File: config.mk
export PLATFORM = sky130hd
export DESIGN_NAME = decoder_nto2n_seq
export DESIGN_NICKNAME = d
export VERILOG_FILES = /design/src/rtl/decoder_pkg.sv /design/src/rtl/decoder_onehot.sv /design/src/rtl/decoder_nto2n_seq.sv
export SDC_FILE = /design/constraint.sdc
export NUM_CORES = 1
export LEC_CHECK = 0
export CAP_MARGIN = 20
export CORE_MARGIN = 4
export CORE_UTILIZATION = 45
export DETAILED_ROUTE_END_ITERATION = 6
export GPL_TIMING_DRIVEN = 0
export HOLD_SLACK_MARGIN = 0.05
export PLACE_DENSITY = 0.74
export SETUP_SLACK_MARGIN = 0.2
export SLEW_MARGIN = 30
export SYNTH_ARGS = -nofsm -noshare
export SYNTH_HDL_FRONTEND = slang
export SYNTH_HIERARCHICAL = 1
export SYNTH_SLANG_ARGS = --single-unit
File: constraint.sdc
create_clock -name clk -period 3.8 [get_ports clk]
set_input_delay 0.95 -clock clk [delete_from_list [all_inputs] [get_ports clk]]
set_output_delay 0.95 -clock clk [all_outputs]
set_load 0.02 [all_outputs]
File: src/rtl/decoder_pkg.sv
// Shared definitions for the sequenced binary-to-one-hot decoder:
// mode encodings and the controller state encoding.
package decoder_pkg;

    localparam logic MODE_DIRECT = 1'b0;
    localparam logic MODE_SCAN   = 1'b1;

    typedef enum logic [1:0] {
        ST_IDLE   = 2'b00,
        ST_DIRECT = 2'b01,
        ST_SCAN   = 2'b10
    } state_e;

endpackage

File: src/rtl/decoder_onehot.sv
// Purely combinational SEL_W-bit code to 2**SEL_W one-hot mapping.
module decoder_onehot #(
    parameter int SEL_W = 2
) (
    input  logic [SEL_W-1:0]      code,
    output logic [(1<<SEL_W)-1:0] onehot
);

    // Exactly one bit set at the position named by code.
    always_comb begin
        onehot       = {(1<<SEL_W){1'b0}};
        onehot[code] = 1'b1;
    end

endmodule

File: src/rtl/decoder_nto2n_seq.sv
// Registered N-to-2**N strobe decoder with DIRECT and SCAN (dwelling walk) modes.
// Optional index skipping in SCAN is enabled by defining DECODER_SKIP_EN.
module decoder_nto2n_seq
    import decoder_pkg::*;
#(
    parameter int SEL_W   = 2,
    parameter int DWELL_W = 4
) (
    input  logic                  clk,
    input  logic                  rst,
    input  logic                  en,
    input  logic                  mode,
    input  logic [SEL_W-1:0]      sel,
    input  logic                  sel_valid,
    input  logic [DWELL_W-1:0]    dwell,
`ifdef DECODER_SKIP_EN
    input  logic [(1<<SEL_W)-1:0] skip_mask,
`endif
    output logic [(1<<SEL_W)-1:0] y,
    output logic                  y_valid,
    output logic [SEL_W-1:0]      scan_idx,
    output logic                  wrap
);

    localparam int N = 1 << SEL_W;

    state_e             state_q, state_d;
    logic [N-1:0]       y_q, y_d;
    logic               y_valid_q, y_valid_d;
    logic [SEL_W-1:0]   scan_idx_q, scan_idx_d;
    logic               wrap_q, wrap_d;
    logic [DWELL_W-1:0] cnt_q, cnt_d;
    logic [DWELL_W-1:0] dwell_q, dwell_d;

    logic [N-1:0]       mask_s;
    logic               all_masked_s;
    logic               scan_active_s;
    logic [SEL_W-1:0]   code_s;
    logic [N-1:0]       onehot_s;

`ifdef DECODER_SKIP_EN
    assign mask_s = skip_mask;
`else
    assign mask_s = {N{1'b0}};
`endif
    assign all_masked_s = &mask_s;

    function automatic logic [SEL_W-1:0] lowest_unmasked(input logic [N-1:0] m);
        logic [SEL_W-1:0] res;
        res = {SEL_W{1'b0}};
        for (int k = N - 1; k >= 0; k--) begin
            res = m[k] ? res : SEL_W'(k);
        end
        return res;
    endfunction

    // Search upward from idx (modulo N); k=N lands back on idx itself.
    function automatic logic [SEL_W-1:0] next_unmasked(input logic [SEL_W-1:0] idx,
                                                       input logic [N-1:0]     m);
        logic [SEL_W-1:0] res;
        logic [SEL_W-1:0] cand;
        logic             found;
        logic             hit;
        res   = idx;
        found = 1'b0;
        for (int k = 1; k <= N; k++) begin
            cand  = idx + SEL_W'(k);
            hit   = !found && !m[cand];
            res   = hit ? cand : res;
            found = found | hit;
        end
        return res;
    endfunction

    // Controller: state, scan index, dwell counter and wrap pulse.
    always_comb begin
        state_d       = state_q;
        scan_idx_d    = scan_idx_q;
        cnt_d         = cnt_q;
        dwell_d       = dwell_q;
        wrap_d        = 1'b0;
        scan_active_s = 1'b0;
        if (!en) begin
            state_d    = ST_IDLE;
            scan_idx_d = {SEL_W{1'b0}};
            cnt_d      = {DWELL_W{1'b0}};
        end else if (mode == MODE_DIRECT) begin
            state_d    = ST_DIRECT;
            scan_idx_d = {SEL_W{1'b0}};
            cnt_d      = {DWELL_W{1'b0}};
        end else begin
            state_d = ST_SCAN;
            // A SCAN cycle with y_valid low means the walk was stalled on a full mask.
            if (all_masked_s) begin
                cnt_d = {DWELL_W{1'b0}};
            end else if ((state_q != ST_SCAN) || !y_valid_q) begin
                scan_idx_d    = lowest_unmasked(mask_s);
                cnt_d         = {DWELL_W{1'b0}};
                dwell_d       = dwell;
                scan_active_s = 1'b1;
            end else if (cnt_q == dwell_q) begin
                scan_idx_d    = next_unmasked(scan_idx_q, mask_s);
                cnt_d         = {DWELL_W{1'b0}};
                dwell_d       = dwell;
                wrap_d        = (scan_idx_d <= scan_idx_q);
                scan_active_s = 1'b1;
            end else begin
                cnt_d         = cnt_q + DWELL_W'(1);
                scan_active_s = 1'b1;
            end
        end
    end

    assign code_s = (mode == MODE_SCAN) ? scan_idx_d : sel;

    decoder_onehot #(.SEL_W(SEL_W)) u_onehot (
        .code   (code_s),
        .onehot (onehot_s)
    );

    // Strobe output: entering DIRECT without a valid code yields no strobe.
    always_comb begin
        y_d       = y_q;
        y_valid_d = y_valid_q;
        if (!en) begin
            y_d       = {N{1'b0}};
            y_valid_d = 1'b0;
        end else if (mode == MODE_DIRECT) begin
            if (sel_valid) begin
                y_d       = onehot_s;
                y_valid_d = 1'b1;
            end else if (state_q != ST_DIRECT) begin
                y_d       = {N{1'b0}};
                y_valid_d = 1'b0;
            end else begin
                y_d       = y_q;
                y_valid_d = y_valid_q;
            end
        end else if (scan_active_s) begin
            y_d       = onehot_s;
            y_valid_d = 1'b1;
        end else begin
            y_d       = {N{1'b0}};
            y_valid_d = 1'b0;
        end
    end

    // State and output registers with synchronous reset.
    always_ff @(posedge clk) begin
        if (rst) begin
            state_q    <= ST_IDLE;
            y_q        <= {N{1'b0}};
            y_valid_q  <= 1'b0;
            scan_idx_q <= {SEL_W{1'b0}};
            wrap_q     <= 1'b0;
            cnt_q      <= {DWELL_W{1'b0}};
            dwell_q    <= {DWELL_W{1'b0}};
        end else begin
            state_q    <= state_d;
            y_q        <= y_d;
            y_valid_q  <= y_valid_d;
            scan_idx_q <= scan_idx_d;
            wrap_q     <= wrap_d;
            cnt_q      <= cnt_d;
            dwell_q    <= dwell_d;
        end
    end

    assign y        = y_q;
    assign y_valid  = y_valid_q;
    assign scan_idx = scan_idx_q;
    assign wrap     = wrap_q;

endmodule

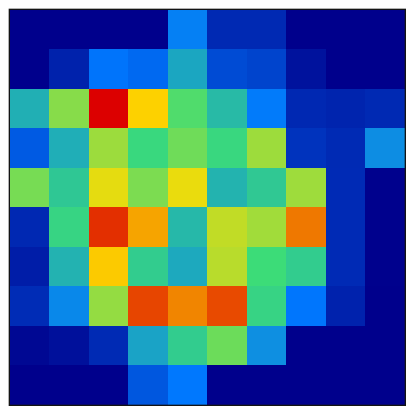
Run 1: routed metal per tile
Drawn at 8 px/um. 10 x 10 tiles, from dark blue (low) to red (high), scaled to the fullest tile. Values are wire area over tile area, all layers added.
nearly empty tiles: 26%
tiles over half the peak: 25%
emptiest ninth of the die: north-east
densest ninth of the die: centre
mean over tiles: 0.096
fullest tile: 0.32
total wire length after detailed routing: 1.46 mm
aggregate global-route resource usage: 0.143
routed via count: 648

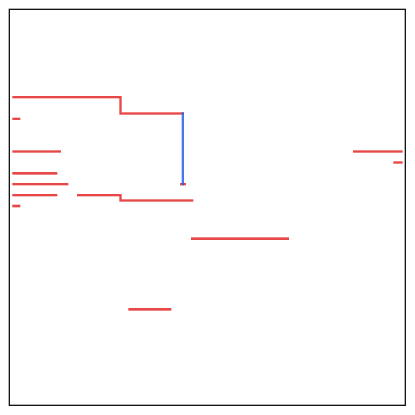
Run 1: metal layers overlaid
Drawn at 8 px/um. Only two layers are drawn.
legend:
  blue:
    layer: metal 4
    wire_length: 8.80 um
  red:
    layer: metal 3
    wire_length: 86.5 um
average routed wire per standard cell: 12.0 um

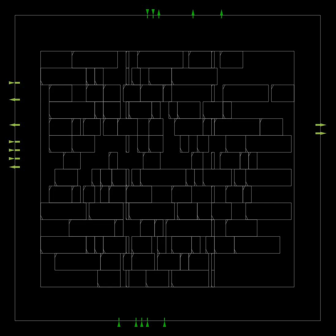
Run 1: cell placement
flip-flop and latch share of the layout cell area: 0.359
FFs & Latches: 18

==> Changelog: implementation, run 1 <==
### Implementation results

- Fmax: around 0.44 GHz
- Capturing element type of the critical path: output pin
- Root cell of the clock tree: sky130_fd_sc_hd__clkbuf_4
- Via count of the first global-routing pass: approximately 620
- Antenna Diode Count: 0
- Initial antenna violation count: 0
- Number of placement rows: 14
- TritonRoute pass-1 iters: 4
- Class of the worst hold path: flop to flop
- Mapped Avg Cell Area: between 9 and 10 um2
- Run status: complete, no violations
- Die Wd: around 49 um
- PortBufs: 18
- Endpoint of the worst hold-timing path: cnt_q[0]
- Worst-path clk slew: about 0.10 ns
- Number of warnings in the stage logs: 26
- Largest fanout of any net on the critical path: 4
- Remaining antenna violation count after routing: 0
- Shortest period the worst path allows: between 2 and 2.5 ns
- VDD IR max: around 290 uV
- Number of nets at the end of the flow: 120
- Worst skew pair latency: 0.29 ns
- Clk_skew: about 0.0074 ns
- Hold Crit Start: cnt_q[0]
- Cell-by-cell listing of the critical path: clkdlybuf4s50_1
- P&R area growth vs syn: 30.8%
- Critical path required time: between 2 and 3 ns
- Vertical extent of the die: around 49 um
- Number of buffers added by the clock tree synthesis step: 3
- Total die size: 2430 um2
- Slew at the pin closest to its max-slew limit: 0.562 ns
- Critical Path Start Type: flop
- Via/cell ratio: 5.31
- Count of library flops with an enable pin: 0
- Data arrival time of the critical path: approximately 1.3 ns
- Total leakage power: 0.368 nW
- Top cells by count: sky130_fd_sc_hd__dfxtp_1 (18), sky130_fd_sc_hd__nor2_1 (15), sky130_fd_sc_hd__inv_1 (8), sky130_fd_sc_hd__nand2_1 (7), sky130_fd_sc_hd__xnor2_1 (5)
- Number of pins exceeding their max-slew limit in the final report: 0
- H-tree level count: 1
- Pwr Total: around 0.35 mW
- Timing startpoint of the critical path: y_valid
- CP max stage delay: ~0.63 ns
- Maximum Capacitance Violations: 0
-- run 1: layout make-up --
cell class / count / area [um2]
Clock buffer: 4 / 36.3
Fill cell: 141 / 554
Inverter: 8 / 30.0
Multi-Input combinational cell: 58 / 378
Sequential cell: 18 / 360
Tap cell: 16 / 20.0
Timing Repair Buffer: 18 / 180
-- run 1: stage by stage --
stage	util	hold WS [ns]	cell area, um2	setup WS, ns	std cells
after floorplan	-	0.441	768	2.03	84
after global placement	0.621	0.461	968	1.31	118
after detailed placement	0.621	0.468	968	1.28	118
after CTS	0.644	0.491	1000	1.54	122
after global routing	0.644	0.530	1000	1.47	122
final	0.644	0.486	1000	1.54	122
-- run 1: registers in the layout (all words and copies together) (netlist names) --
| signal | count |
|---|---|
| wrap | 1 |
| state_q | 2 |
| y_valid | 1 |
| cnt_q | 4 |
| scan_idx | 2 |
| y | 4 |
| dwell_q | 4 |
-- run 1: kinds of logic after synthesis --
| logic type | after synthesis | share of synthesized area |
|---|---|---|
| mux | 1 | 0.0130 |
| buf+inv | 8 | 0.0391 |
| compound gates | 13 | 0.135 |
| flops | 18 | 0.469 |
| simple gates | 35 | 0.231 |
| fa+ha+maj | 2 | 0.0326 |
| xor+xnor | 7 | 0.0798 |
-- run 1: report_power, final --
group          leakage [nW]  switching, mW  internal, mW
Combinational         0.201         0.0191        0.0205
Sequential            0.146        0.00291         0.193
Clock                0.0210         0.0561        0.0584
-- run 1: metal layers --
metal | global-route usage | share of wire
met4 | 0.0427 | 0.0055
met2 | 0.228 | 0.48
met3 | 0.0673 | 0.059
met1 | 0.170 | 0.46
met5 | 0 | 0
==> run 1 -> run 2 <==
==> constraint.sdc (replaced) <==
create_clock -name clk -period 2.3 [get_ports clk]
set_input_delay 0.575 -clock clk [delete_from_list [all_inputs] [get_ports clk]]
set_output_delay 0.575 -clock clk [all_outputs]
set_load 0.02 [all_outputs]
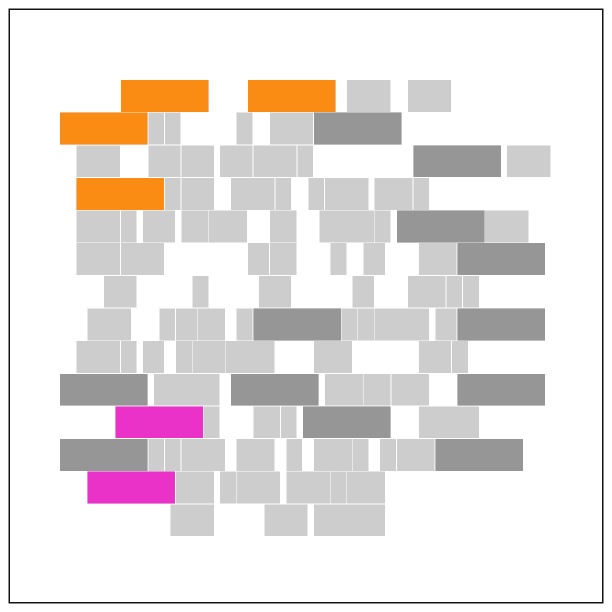
Run 2: sequential cells coloured by netlist name
Drawn at 12 px/um.
legend:
  orange:
    name_in_the_netlist: y
    sequential_cells: 4
    where: north-west
  magenta:
    name_in_the_netlist: state_q
    sequential_cells: 2
register cell area after layout: 360 um2
seq pwr: 0.323 mW
final core occ: 0.644

==> run 2 against run 1 <==
  * Cell count unchanged
  * Sequential cell count unchanged
  * First-iteration DRC count unchanged
  * Design area is the same
  * Clock skew is the same
  * Non-clock buffer count did not move
  * Total power increased by 65%
  * Largest power group unchanged
  * Core utilization is the same
  * Worst setup slack got worse by 1.1 ns
  * Hold slack is the same
  * Register-to-register slack worse by 1.5 ns
  * Combinational power grew 65%
  * Highest routed layer unchanged
==> Changelog: implementation, run 2 <==
### Implementation results

- Run status: complete, no violations
- AND-OR/OR-AND share of the synthesized area: 0.135 (unchanged)
- Worst skew pair latency: 0.29 ns (about the same)
- Endpoint of the worst hold-timing path: cnt_q[0]
- Combinational share of power: 0.113 (about the same)
- Maximum Capacitance Violations: 0 (unchanged)
- H-tree level count: 1 (unchanged)
- Met2 Routed Length: 696 um (unchanged)
- Antenna Diode Count: 0 (unchanged)
- Routed wire length on met3: 86 um (unchanged)
- Number of pins exceeding their max-slew limit in the final report: 0 (unchanged)
- Die Wd: 49.3 um (unchanged)
- Cell-by-cell listing of the critical path: clkdlybuf4s50_1
- Number of nets at the end of the flow: 120 (unchanged)
- Number of buffers added by the clock tree synthesis step: 3 (unchanged)
- Fmax: 0.532 GHz
- Data arrival time of the critical path: 1.31 ns (about the same)
- Via/cell ratio: 5.31 (unchanged)
- Routed via count: 648 (unchanged)
- PortBufs: 18 (unchanged)
- Mapped Avg Cell Area: 9.15 um2 (unchanged)
- Number of placement rows: 14 (unchanged)
- AND/OR/NAND/NOR Cells, Area Fraction: 0.231 (unchanged)
- Count of library flops with an enable pin: 0 (unchanged)
- Number of warnings in the stage logs: 26 (unchanged)
- Total wire length after detailed routing: 1.46 mm (unchanged)
- Cell area after placement: 968 um2 (unchanged)
- Total leakage power: 0.368 nW (unchanged)
- Root cell of the clock tree: sky130_fd_sc_hd__clkbuf_4
- Sw Share: 0.223 (about the same)
- Cell Int Power: 0.449 mW (+65%)
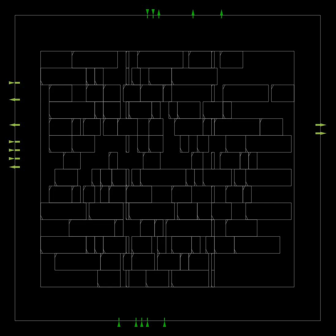
Run 2: cell placement
Floorplan Core Area: 1560 um2
Filler Cells Inserted: 141
Final Non-Filler Cells: 122

## run 2: metrics by stage
stage          total power [mW]  setup slack, ns  hold WS [ns]
6_report                  0.578            0.419         0.486
3_3_place_gp              0.395            0.186         0.461
5_1_grt                   0.611            0.328         0.530
3_5_place_dp              0.396            0.157         0.468
4_1_cts                   0.588            0.412         0.491
2_1_floorplan             0.364            0.664         0.441
## run 2: kinds of logic after synthesis
kind of cell,Yosys count
XOR/XNOR,7
AND-OR/OR-AND,13
multiplexers,1
buffers and inverters,8
adder cells (fa/ha/maj),2
flip-flops,18
AND/OR/NAND/NOR,35
## run 2: how the worst max path moves through the flow
stage	from	to	slack, ns	depth (start not counted)
6_report	y_valid	y_valid	0.42	1
3_5_place_dp	mode	y[1]	0.16	6
4_1_cts	y_valid	y_valid	0.41	1
2_1_floorplan	cnt_q[0]	y[1]	0.66	7
5_1_grt	cnt_q[0]	y[1]	0.33	7
3_3_place_gp	mode	y[1]	0.19	6
## run 2: routing by layer
metal  vias to the layer above  track usage
met5                         -            0
met4                         0       0.0427
met3                         2       0.0673
met2                        15        0.228
met1                       293        0.170
li1                        338            -
## run 2: worst reg2reg max path, delay by kind of cell (launching register included)
family / cells / cell delay (ns)
multiplexers: 1 / 0.19
AND-OR/OR-AND: 2 / 0.36
AND/OR/NAND/NOR: 3 / 0.56
flip-flops: 1 / 0.36
XOR/XNOR: 1 / 0.25
## run 2: layout make-up
cell class	instances	area, um2	area share
multi-input cells	58	378	0.376
flip-flops and latches	18	360	0.359
repair buffers	18	180	0.179
clock buffers	4	36.3	0.0361
inverters	8	30.0	0.0299
well taps	16	20.0	0.0199
Power is estimated from default activity; no workload was simulated.
